**Cell density map**

Drawn at 2 px/um. The die is cut into 17 by 12 equal tiles; black is low, pale yellow is high, 0 to 100% covered.
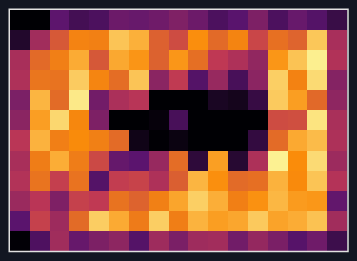
**Clock nets**

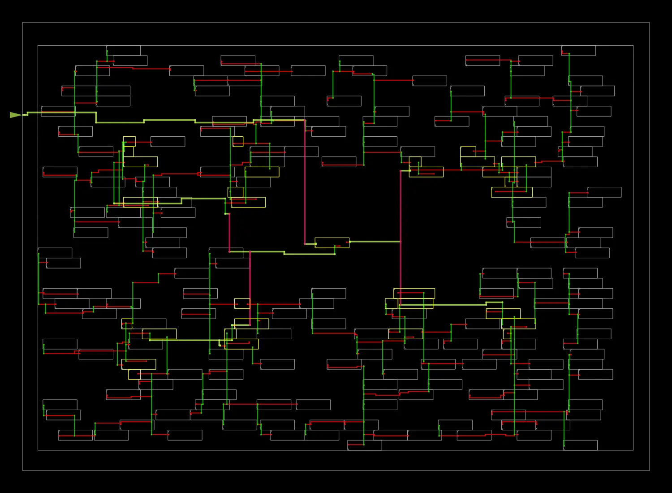
**Metal 2**

Drawn at 2 px/um.
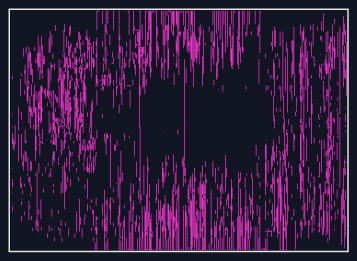
**Routed clock nets over the placement**

Drawn at 1.5 px/um.
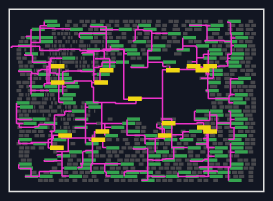
**Power grid**

Drawn at 2 px/um. Pins as bars on the die edge.
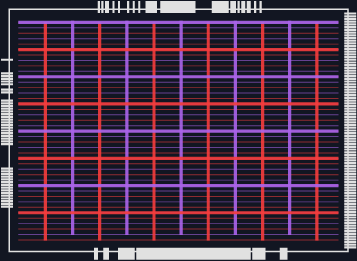
--- config.mk ---
export PLATFORM = sky130hd
export DESIGN_NAME = dmem_stall_ctrl
export DESIGN_NICKNAME = d
export VERILOG_FILES = /design/src/rtl/dmem_stall_ctrl_pkg.sv /design/src/rtl/dmem_stall_ctrl_sat_counter.sv /design/src/rtl/dmem_stall_ctrl.sv
export SDC_FILE = /design/constraint.sdc
export NUM_CORES = 1
export LEC_CHECK = 0
export CAP_MARGIN = 20
export CORE_ASPECT_RATIO = 0.7
export CORE_MARGIN = 4
export CORE_UTILIZATION = 40
export DETAILED_ROUTE_END_ITERATION = 7
export PLACE_DENSITY = 0.87
export SLEW_MARGIN = 15
export SYNTH_ARGS = -nofsm -noshare
export SYNTH_HDL_FRONTEND = slang
export SYNTH_SLANG_ARGS = --single-unit
export TNS_END_PERCENT = 20
--- constraint.sdc ---
create_clock -name clk -period 5.65 [get_ports clk]
set_input_delay 0.8475 -clock clk [delete_from_list [all_inputs] [get_ports clk]]
set_output_delay 0.8475 -clock clk [all_outputs]
set_load 0.05 [all_outputs]
--- src/rtl/dmem_stall_ctrl_pkg.sv ---
// -----------------------------------------------------------------------------
// dmem_stall_ctrl_pkg
//   Shared definitions for the MEM-stage data-memory sequencer and for the
//   pipeline registers that carry data/addresses around it.
//
//   Contents:
//     XLEN                   - data/address width used by the pipeline
//     DEFAULT_TIMEOUT_CYCLES - default BUSY cycles allowed before an abort
//     state_t                - sequencer state encoding (IDLE/BUSY/DONE)
//     is_mem_access()        - true when the MEM stage wants the data bus
// -----------------------------------------------------------------------------
package dmem_stall_ctrl_pkg;

  localparam int XLEN                   = 32;
  localparam int DEFAULT_TIMEOUT_CYCLES = 255;

  typedef enum logic [1:0] {
    ST_IDLE = 2'd0,
    ST_BUSY = 2'd1,
    ST_DONE = 2'd2
  } state_t;

  // A load, a store, or both (both is handled as a store).
  function automatic logic is_mem_access(input logic rd, input logic wr);
    return rd | wr;
  endfunction

endpackage

--- src/rtl/dmem_stall_ctrl_sat_counter.sv ---
// -----------------------------------------------------------------------------
// sat_counter
//   Width-parameterised up-counter that sticks at its all-ones value instead
//   of wrapping. A synchronous clear takes priority over the increment.
//
//   Ports:
//     clk    in  1  clock
//     rst    in  1  asynchronous, active-high reset (count -> 0)
//     clear  in  1  synchronous clear
//     inc    in  1  add one this cycle unless already saturated
//     count  out W  current count, registered
// -----------------------------------------------------------------------------
module sat_counter #(
  parameter int W = 8
) (
  input  logic         clk,
  input  logic         rst,
  input  logic         clear,
  input  logic         inc,
  output logic [W-1:0] count
);

  logic [W-1:0] count_reg;

  always_ff @(posedge clk or posedge rst) begin
    if (rst) begin
      count_reg <= '0;
    end else if (clear) begin
      count_reg <= '0;
    end else if (inc && (count_reg != {W{1'b1}})) begin
      count_reg <= count_reg + 1'b1;
    end
  end

  assign count = count_reg;

endmodule

--- src/rtl/dmem_stall_ctrl.sv ---
// -----------------------------------------------------------------------------
// dmem_stall_ctrl
//   Sequences MEM-stage loads/stores against a variable-latency req/ack data
//   memory. While an access is outstanding the upstream pipeline is frozen and
//   a bubble is pushed into MEM/WB; on the single retire cycle (DONE) the
//   pipeline advances and MEM/WB captures load_data. Bus errors and timeouts
//   are reported as a one-cycle bus_err pulse with the failing address.
//
//   Ports:
//     clk, rst            clock; asynchronous active-high reset
//     mem_read/mem_write  MEM-stage access request (from EX/MEM)
//     mem_addr/mem_wdata  byte address / store data (from EX/MEM)
//     dmem_req/dmem_we    registered request / write enable to data memory
//     dmem_addr/wdata     address and store data latched at request time
//     dmem_ack/err/rdata  completion, failure and read data from memory
//     stall               freezes PC, IF/ID, ID/EX, EX/MEM (combinational)
//     wb_bubble           zeroes RegWrite/MemToReg into MEM/WB (== stall)
//     load_data           registered read data feeding MEM/WB
//     bus_err             one-cycle pulse when a failed access retires
//     err_addr            address of the most recent failed access
//     stall_count         saturating count of stall cycles since reset
// -----------------------------------------------------------------------------
module dmem_stall_ctrl
  import dmem_stall_ctrl_pkg::*;
#(
  parameter int TIMEOUT_CYCLES = DEFAULT_TIMEOUT_CYCLES,
  parameter int TW             = 8,
  parameter int SCW            = 32
) (
  input  logic            clk,
  input  logic            rst,
  input  logic            mem_read,
  input  logic            mem_write,
  input  logic [XLEN-1:0] mem_addr,
  input  logic [XLEN-1:0] mem_wdata,
  output logic            dmem_req,
  output logic            dmem_we,
  output logic [XLEN-1:0] dmem_addr,
  output logic [XLEN-1:0] dmem_wdata,
  input  logic            dmem_ack,
  input  logic            dmem_err,
  input  logic [XLEN-1:0] dmem_rdata,
  output logic            stall,
  output logic            wb_bubble,
  output logic [XLEN-1:0] load_data,
  output logic            bus_err,
  output logic [XLEN-1:0] err_addr,
  output logic [SCW-1:0]  stall_count
);

  // ---------------------------------------------------------------------------
  // State and registered outputs
  // ---------------------------------------------------------------------------
  state_t            state_reg;
  logic              req_reg;
  logic              we_reg;
  logic [XLEN-1:0]   addr_reg;
  logic [XLEN-1:0]   wdata_reg;
  logic [XLEN-1:0]   load_reg;
  logic              err_pending_reg;
  logic [XLEN-1:0]   err_addr_reg;

  // ---------------------------------------------------------------------------
  // Decode
  // ---------------------------------------------------------------------------
  logic            access;
  logic            in_idle;
  logic            in_busy;
  logic            start;
  logic            tmo_hit;
  logic            fail;
  logic            done_ok;
  logic [TW-1:0]   tmo_count;
  logic [TW-1:0]   tmo_last;

  assign access  = is_mem_access(mem_read, mem_write);
  assign in_idle = (state_reg == ST_IDLE);
  assign in_busy = (state_reg == ST_BUSY);
  assign start   = in_idle & access;

  // The counter holds the number of BUSY cycles already completed, so the
  // current cycle is the TIMEOUT_CYCLES-th one when it equals TIMEOUT_CYCLES-1;
  // giving up here means exactly TIMEOUT_CYCLES BUSY cycles are spent.
  assign tmo_last = TW'(TIMEOUT_CYCLES - 1);
  assign tmo_hit  = in_busy & (tmo_count == tmo_last);

  // An error beats a simultaneous ack; an ack in the last allowed cycle beats
  // the timeout.
  assign fail    = in_busy & (dmem_err | (tmo_hit & ~dmem_ack));
  assign done_ok = in_busy & dmem_ack & ~dmem_err;

  // ---------------------------------------------------------------------------
  // Stall (Mealy). Gated by rst so a reset mid-access releases the pipeline in
  // the same cycle even though EX/MEM still presents the request.
  // ---------------------------------------------------------------------------
  assign stall     = ~rst & (start | in_busy);
  assign wb_bubble = stall;

  // ---------------------------------------------------------------------------
  // Counters
  // ---------------------------------------------------------------------------
  // Timeout counter: cleared on the IDLE->BUSY transition, counts BUSY cycles.
  sat_counter #(
    .W (TW)
  ) u_tmo_counter (
    .clk   (clk),
    .rst   (rst),
    .clear (start),
    .inc   (in_busy),
    .count (tmo_count)
  );

  // Total stall cycles since reset; never cleared otherwise.
  sat_counter #(
    .W (SCW)
  ) u_stall_counter (
    .clk   (clk),
    .rst   (rst),
    .clear (1'b0),
    .inc   (stall),
    .count (stall_count)
  );

  // ---------------------------------------------------------------------------
  // Sequencer
  // ---------------------------------------------------------------------------
  always_ff @(posedge clk or posedge rst) begin
    if (rst) begin
      state_reg       <= ST_IDLE;
      req_reg         <= 1'b0;
      we_reg          <= 1'b0;
      addr_reg        <= '0;
      wdata_reg       <= '0;
      load_reg        <= '0;
      err_pending_reg <= 1'b0;
      err_addr_reg    <= '0;
    end else begin
      case (state_reg)
        ST_IDLE: begin
          err_pending_reg <= 1'b0;
          if (access) begin
            // Read+write together is a store.
            req_reg   <= 1'b1;
            we_reg    <= mem_write;
            addr_reg  <= mem_addr;
            wdata_reg <= mem_wdata;
            state_reg <= ST_BUSY;
          end
        end

        ST_BUSY: begin
          if (fail) begin
            err_addr_reg    <= addr_reg;
            err_pending_reg <= 1'b1;
            req_reg         <= 1'b0;
            state_reg       <= ST_DONE;
          end else if (done_ok) begin
            if (!we_reg) begin
              load_reg <= dmem_rdata;
            end
            req_reg   <= 1'b0;
            state_reg <= ST_DONE;
          end
        end

        ST_DONE: begin
          // The retiring instruction's request is still on mem_read/mem_write
          // here; it is deliberately ignored so it cannot start a second access.
          err_pending_reg <= 1'b0;
          state_reg       <= ST_IDLE;
        end

        default: begin
          req_reg         <= 1'b0;
          err_pending_reg <= 1'b0;
          state_reg       <= ST_IDLE;
        end
      endcase
    end
  end

  // ---------------------------------------------------------------------------
  // Outputs
  // ---------------------------------------------------------------------------
  assign dmem_req   = req_reg;
  assign dmem_we    = we_reg;
  assign dmem_addr  = addr_reg;
  assign dmem_wdata = wdata_reg;
  assign load_data  = load_reg;
  // The pending flag is only ever set while entering DONE, so it reads as a
  // single-cycle pulse aligned with the retire cycle.
  assign bus_err    = err_pending_reg;
  assign err_addr   = err_addr_reg;

endmodule

==> notes.md <==
Physical implementation status

The switching power summed over all nets stands at 3.280 mW. The antenna cell count stands at 0. The most frequently used library cell after synthesis is dfrtp_1. In this run, distinct cell masters in the synthesized netlist total 47. The initial antenna violation count stands at 0. The clock latency on the worst-skew pair stands at 420 ps. The multi-input combinational cells in the finished layout cover a total of 2695 um^2. According to the floorplan report, the die height is 120.4 um.

For the worst reg-to-reg path, the endpoint reported by OpenROAD is err_addr[23]$_DFFE_PP0P_. The area of the mapped netlist stands at 7222 um^2. Per the OpenROAD timing report, the critical path contains 5 cells. The flow ran to the end, and the final reports show no timing, DRC or antenna violations. In this run the worst setup path terminates at stall.

Before placement the cells fill 41.47% of the core. The layout stage reports a final design area of 10650 um^2. The share of synthesized cell area in and-or and or-and compound cells stands at 1.940%. The clock-pin slew on the worst setup and hold paths stands at 70 ps. The buffer-and-inverter tally for the worst setup path stands at 3. The parity-gate share of the synthesized area counting xor and xnor cells stands at 4.123%.

The via count of the first global-routing pass stands at 5180. Per the detail_route report, vias per standard cell equal 4.960. Note that the worst hold path type here is reg2reg. The stage logs contain a warning count of 27.

The reported max-cap violation count stands at 0. STA lists the startpoint of the worst register-to-register path as u_tmo_counter.count[3]$_DFFE_PP0P_. In this run the deepest clock path goes through 2 buffers.
Back to the opening pictures, 'cell density map':
nearly empty tiles: 8.3%
tiles over 75% full: 25%
fullest tile: 97%
emptiest ninth of the die: center
mean over tiles: 51%

Back to the opening pictures, 'clock nets':
clock buffer count in the final layout: 17
final worst clock skew: 11.00 ps
TritonCTS sink count: 173

Back to the opening pictures, 'metal 2':
share of all routed wire: 49%
longest straight run: 70.7 um
nets with wire on the layer: 811
wire length on this layer: 8790 um
main direction: vertical

Back to the opening pictures, 'routed clock nets over the placement':
legend:
  magenta:
    item: clock wires
    length: 2090 um
  yellow:
    item: clock drivers
    count: 17
  green:
    item: flip-flops
    count: 173
routed clock nets: 18

Back to the opening pictures, 'power grid':
legend:
  red:
    net: VSS
  purple:
    net: VDD
signal pins: 267
rows: 40
met1 rails: 41
met5 straps: 8

==> metal layers <==
layer  routed length (um)  share of wire [%]  vias up  global-route usage (%)
met5                    0                  0        -                       0
met4                  214                1.2        0                   3.953
met3                 1119                6.2       17                   5.163
met2                 8792                 49      158                   29.51
met1                 7931                 44     2493                   23.73
li1                     -                  -     2287                       -
==> area by class of cell <==
cell class | count | area share [%]
Clock buffer | 17 | 3.996
Sequential cell | 173 | 40.67
Multi-Input combinational cell | 286 | 25.32
Inverter | 8 | 0.3291
Timing Repair Buffer | 269 | 25.34
Clock inverter | 15 | 1.634
Tap cell | 231 | 2.715
Power and IR drop assume default switching activity.
